Fig. 1: routed clock nets over the placement
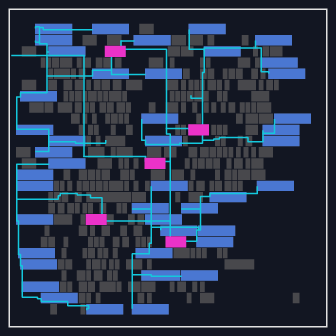
Fig. 2: cells colored by class
Fill, decap, tap and diode cells in gray.
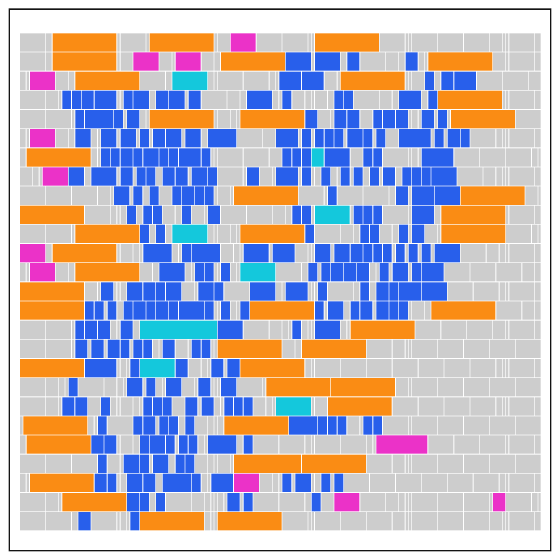
Fig. 3: wiring by layer
Scale bar: 20 um. Two of the layers only.
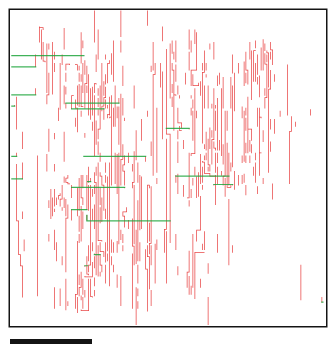
Fig. 4: PDN straps and rails
Scale bar: 20 um. Pins as bars on the die edge.
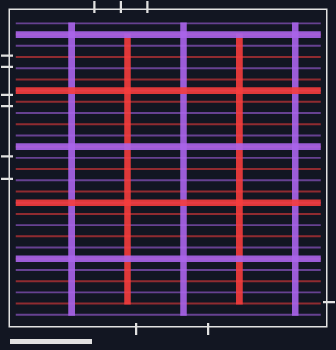
Fig. 5: clock routing
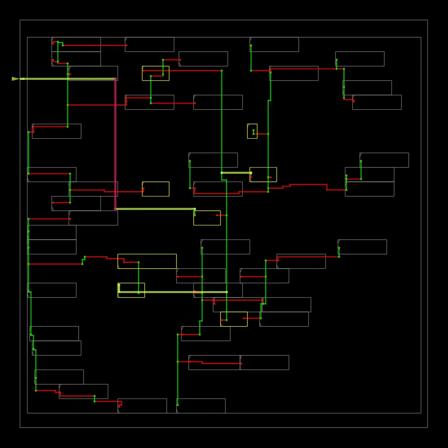
File: config.mk
export PLATFORM = sky130hd
export DESIGN_NAME = pwr_btn_ctrl
export DESIGN_NICKNAME = d
export VERILOG_FILES = /design/src/rtl/pwr_btn_pkg.sv /design/src/rtl/pwr_btn_press_cls.sv /design/src/rtl/pwr_btn_ctrl.sv
export SDC_FILE = /design/constraint.sdc
export NUM_CORES = 1
export LEC_CHECK = 0
export ABC_AREA = 1
export CAP_MARGIN = 20
export CORE_UTILIZATION = 45
export CTS_CLUSTER_DIAMETER = 120
export DETAILED_ROUTE_END_ITERATION = 6
export GPL_ROUTABILITY_DRIVEN = 0
export PLACE_DENSITY_LB_ADDON = 0.25
export SLEW_MARGIN = 0
export SYNTH_ARGS = -nofsm -noshare
export SYNTH_HDL_FRONTEND = slang
export SYNTH_SLANG_ARGS = --single-unit
File: constraint.sdc
create_clock -name clock -period 5.35 [get_ports clock]
set_clock_uncertainty 0.1 [all_clocks]
set_input_delay 0.535 -clock clock [delete_from_list [all_inputs] [get_ports clock]]
set_output_delay 0.535 -clock clock [all_outputs]
set_load 0.02 [all_outputs]
File: src/rtl/pwr_btn_pkg.sv
// rtl/pwr_btn_pkg.sv - shared state encodings and output decode for the power-button controller
package pwr_btn_pkg;

    localparam int TW_DEFAULT = 16;

    typedef enum logic [2:0] {
        ST_OFF      = 3'd0,
        ST_PWR_UP   = 3'd1,
        ST_ON       = 3'd2,
        ST_SHDN_REQ = 3'd3,
        ST_PWR_DOWN = 3'd4,
        ST_FAULT    = 3'd5
    } state_e;

    typedef struct packed {
        logic pwr_en;
        logic shdn_req;
        logic fault;
    } outs_t;

    // Unused codes decode to everything off so a corrupted state is safe.
    function automatic outs_t decode_outs(input state_e st);
        outs_t o;
        o = '0;
        case (st)
            ST_PWR_UP:   o.pwr_en = 1'b1;
            ST_ON:       o.pwr_en = 1'b1;
            ST_SHDN_REQ: begin
                o.pwr_en   = 1'b1;
                o.shdn_req = 1'b1;
            end
            ST_FAULT:    o.fault = 1'b1;
            default:     o = '0;
        endcase
        return o;
    endfunction

endpackage

File: src/rtl/pwr_btn_press_cls.sv
// rtl/pwr_btn_press_cls.sv - classifies button presses into short and long events
module pwr_btn_press_cls
    import pwr_btn_pkg::*;
#(
    parameter int TW            = TW_DEFAULT,
    parameter int SHORT_MIN_MS  = 50,
    parameter int LONG_PRESS_MS = 4000
) (
    input  logic clock,
    input  logic reset,
    input  logic int_1ms_en,
    input  logic btn_n,
    output logic short_evt,
    output logic long_evt
);

    localparam logic [TW-1:0] SHORT_T   = TW'(SHORT_MIN_MS);
    localparam logic [TW-1:0] LONG_T    = TW'(LONG_PRESS_MS);
    localparam logic [TW-1:0] LONG_M1_T = TW'(LONG_PRESS_MS - 1);

    logic [TW-1:0] press_ms_q, press_ms_d;
    logic          btn_n_prev_q, btn_n_prev_d;

    always_comb begin
        press_ms_d   = press_ms_q;
        btn_n_prev_d = btn_n;
        if (btn_n) begin
            press_ms_d = '0;
        end else if (int_1ms_en && (press_ms_q < LONG_T)) begin
            press_ms_d = press_ms_q + 1'b1;
        end
    end

    // Saturation at LONG_T keeps long_evt to one pulse and blocks a short on release.
    assign long_evt  = !btn_n && int_1ms_en && (press_ms_q == LONG_M1_T);
    assign short_evt = btn_n && !btn_n_prev_q &&
                       (press_ms_q >= SHORT_T) && (press_ms_q < LONG_T);

    always_ff @(posedge clock or negedge reset) begin
        if (!reset) begin
            press_ms_q   <= '0;
            btn_n_prev_q <= 1'b1;
        end else begin
            press_ms_q   <= press_ms_d;
            btn_n_prev_q <= btn_n_prev_d;
        end
    end

endmodule

File: src/rtl/pwr_btn_ctrl.sv
// rtl/pwr_btn_ctrl.sv - power-button driven rail sequencer with graceful and forced shutdown
module pwr_btn_ctrl
    import pwr_btn_pkg::*;
#(
    parameter int SHORT_MIN_MS  = 50,
    parameter int LONG_PRESS_MS = 4000,
    parameter int PGOOD_TMO_MS  = 500,
    parameter int SHDN_TMO_MS   = 10000,
    parameter int TW            = TW_DEFAULT
) (
    input  logic       clock,
    input  logic       reset,
    input  logic       int_1ms_en,
    input  logic       btn_n,
    input  logic       pg_all,
    input  logic       soc_off_ack,
    output logic       pwr_en,
    output logic       soc_shutdown_req,
    output logic       fault,
    output logic [2:0] state_out
);

    localparam logic [TW-1:0] PGOOD_T = TW'(PGOOD_TMO_MS);
    localparam logic [TW-1:0] SHDN_T  = TW'(SHDN_TMO_MS);

    logic          short_evt, long_evt;
    logic [1:0]    pg_sync_q, pg_sync_d;
    logic [1:0]    ack_sync_q, ack_sync_d;
    logic          pg_s, ack_s;
    state_e        state_q, next_state;
    logic [TW-1:0] tmr_q, tmr_d;
    outs_t         outs_q, outs_d;

    pwr_btn_press_cls #(
        .TW            (TW),
        .SHORT_MIN_MS  (SHORT_MIN_MS),
        .LONG_PRESS_MS (LONG_PRESS_MS)
    ) u_press_cls (
        .clock      (clock),
        .reset      (reset),
        .int_1ms_en (int_1ms_en),
        .btn_n      (btn_n),
        .short_evt  (short_evt),
        .long_evt   (long_evt)
    );

    assign pg_sync_d  = {pg_sync_q[0], pg_all};
    assign ack_sync_d = {ack_sync_q[0], soc_off_ack};
    assign pg_s       = pg_sync_q[1];
    assign ack_s      = ack_sync_q[1];

    // Power-good loss is tested first wherever the rail is up.
    always_comb begin
        next_state = state_q;
        case (state_q)
            ST_OFF: begin
                if (short_evt) next_state = ST_PWR_UP;
            end
            ST_PWR_UP: begin
                if (pg_s)                  next_state = ST_ON;
                else if (long_evt)         next_state = ST_PWR_DOWN;
                else if (tmr_q == PGOOD_T) next_state = ST_FAULT;
            end
            ST_ON: begin
                if (!pg_s)          next_state = ST_FAULT;
                else if (long_evt)  next_state = ST_PWR_DOWN;
                else if (short_evt) next_state = ST_SHDN_REQ;
            end
            ST_SHDN_REQ: begin
                if (!pg_s)                                  next_state = ST_FAULT;
                else if (ack_s || long_evt || tmr_q == SHDN_T) next_state = ST_PWR_DOWN;
            end
            ST_PWR_DOWN: begin
                if (!pg_s) next_state = ST_OFF;
            end
            ST_FAULT: begin
                if (short_evt && !pg_s) next_state = ST_OFF;
            end
            default: next_state = ST_OFF;
        endcase
    end

    always_comb begin
        tmr_d = tmr_q;
        if (next_state != state_q) begin
            tmr_d = '0;
        end else if (int_1ms_en && (tmr_q != '1)) begin
            tmr_d = tmr_q + 1'b1;
        end
    end

    assign outs_d = decode_outs(next_state);

    always_ff @(posedge clock or negedge reset) begin
        if (!reset) begin
            state_q    <= ST_OFF;
            tmr_q      <= '0;
            outs_q     <= '0;
            pg_sync_q  <= '0;
            ack_sync_q <= '0;
        end else begin
            state_q    <= next_state;
            tmr_q      <= tmr_d;
            outs_q     <= outs_d;
            pg_sync_q  <= pg_sync_d;
            ack_sync_q <= ack_sync_d;
        end
    end

    assign pwr_en           = outs_q.pwr_en;
    assign soc_shutdown_req = outs_q.shdn_req;
    assign fault            = outs_q.fault;
    assign state_out        = state_q;

endmodule

==> Table 3: Implementation characteristics <==
Implementation parameters

Parameter                              Value

Run status
  Result of the run .................. finished clean

Cells and area
  Total of plain and repair buffers excluding clock buffers .................. 12
  Inverters .................. 48
  MI comb cells .................. 220
  Flop share of the area .................. 38.4%
  Post-layout net count .................. 339
  Share of cell area taken by multi-input logic gates .................. 43.2%
  Clk tree area frac .................. 4.20%

Power and ir drop
  Main power group .................. registers
  Sw power .................. 0.415 mW
  Switching share of power .................. 40.3%
  Leakage power of the design .................. 1.24 nW
  Internal power of the cells .................. 0.616 mW

Logic synthesis
  Syn nets .................. 324
  Yosys reg bits .................. 43
  Part of the Yosys area used for sequential elements .................. 42.9%
  Post-synthesis cell type with the largest combined area .................. sky130_fd_sc_hd__dfrtp_1
  Instance count of the mapped netlist .................. 315

Timing
  Sum Neg Setup Slack .................. 0 ps
  Crit path time final .................. 2470 ps
  Number of failing hold endpoints at the final stage .................. 0
  Setup repair after global routing missed its margin .................. false
  Max Clk Rate .................. 0.404 GHz
  Portion of the clock cycle consumed by the worst path in the final layout .................. 46.2%

CTS
  CTS root buf .................. sky130_fd_sc_hd__clkbuf_8
  Clock transition at the register clock pins on the worst setup and hold paths after CTS .................. 80 ps
  Post-cts hold buffer count .................. 0
  Maximum level of the CTS H-tree .................. 2

Route
  Antenna-violating nets left .................. 0
  Detailed-route DRC error count .................. 0
  TritonRoute pass-1 iters .................. 4

Global route
  Largest net degree at the start of global routing .................. 44

Worst setup path
  Crit-path max FO .................. 16
  Flop-to-flop setup slack .................. 3240 ps
  R2r worst-path depth .................. 10

Die
  Initial cell density of the core .................. 47.9%

Worst hold path
  Worst min path class .................. in2async
Back to the opening pictures, Fig. 1:
clock wires: marked cyan, length 571 um. flip-flops: marked blue, count 43. cells driving clock nets: marked magenta, count 5.
There are 6 routed clock nets.
clock network power: 0.265 mW
source-to-sink clock delay at the later pin of the worst-skew pair: 300 ps
Clock power frac: 25.7%

Back to the opening pictures, Fig. 2:
flops: marked orange, cells 43. other buffers and delay cells: marked magenta, cells 12. all other logic: marked blue, cells 268. clock drivers and dummy loads: marked cyan, cells 8.

Back to the opening pictures, Fig. 3:
met2: marked red, wire length 2,260 um. met3: marked green, wire length 133 um.

Back to the opening pictures, Fig. 4:
VDD: marked red. VSS: marked purple.
5 straps on met4. 5 straps on met5. 27 met1 rails follow the rows.

Back to the opening pictures, Fig. 5:
TritonCTS buffer count: 5
sequential cell count: 43
CTS Sinks: 43
number of clock buffers in the layout: 6

synthesized netlist by cell type (all sizes together):
| master | count |
|---|---|
| buf | 3 |
| nand2 | 68 |
| xnor2 | 4 |
| nor2 | 51 |
| ha | 3 |
| nor3 | 27 |
| a21oi | 12 |
| nand4 | 4 |
| clkbuf | 1 |
| dfrtp | 42 |
| xor2 | 8 |
| nor4 | 6 |
| o21ai | 14 |
| nand3 | 23 |
| inv | 48 |
| dfstp | 1 |
routing by layer:
layer | up-vias | wire length (um) | part of all wire, % | global-route usage [%]
li1 | 1028 | - | - | -
met1 | 926 | 2320 | 49 | 25.0
met2 | 28 | 2260 | 47 | 31.0
met3 | 4 | 133 | 2.8 | 3.57
met4 | 0 | 44 | 0.92 | 6.92
met5 | - | 0 | 0 | 0
stage by stage:
step / area [um2] / worst slack (ps) / total power [mW]
final: 2800 / 2880 / 1.03
after global routing: 2800 / 2690 / 1.11
after CTS: 2780 / 2880 / 1.04
after detailed placement: 2670 / 2560 / 0.774
after global placement: 2670 / 2620 / 0.769
after floorplan: 2510 / 3400 / 0.715
logic make-up (layout without fill, tap and decap cells):
kind of cell / after synthesis / count (layout) / share of synthesized area (%)
fa+ha+maj: 3 / 3 / 1.50
xor+xnor: 12 / 12 / 4.19
simple gates: 179 / 179 / 37.0
flops: 43 / 43 / 42.9
compound gates: 26 / 26 / 5.48
buf+inv: 52 / 68 / 8.87
how the worst max path moves through the flow:
stage / from / to / slack (ps)
floorplan: btn_n / tmr_q[13] / 3400
global placement: btn_n / tmr_q[1] / 2620
detailed placement: btn_n / tmr_q[15] / 2560
CTS: btn_n / tmr_q[15] / 2880
global route: btn_n / tmr_q[3] / 2690
finish: btn_n / tmr_q[15] / 2880
Power figures rest on the tool's default switching activity, not on a simulated workload.
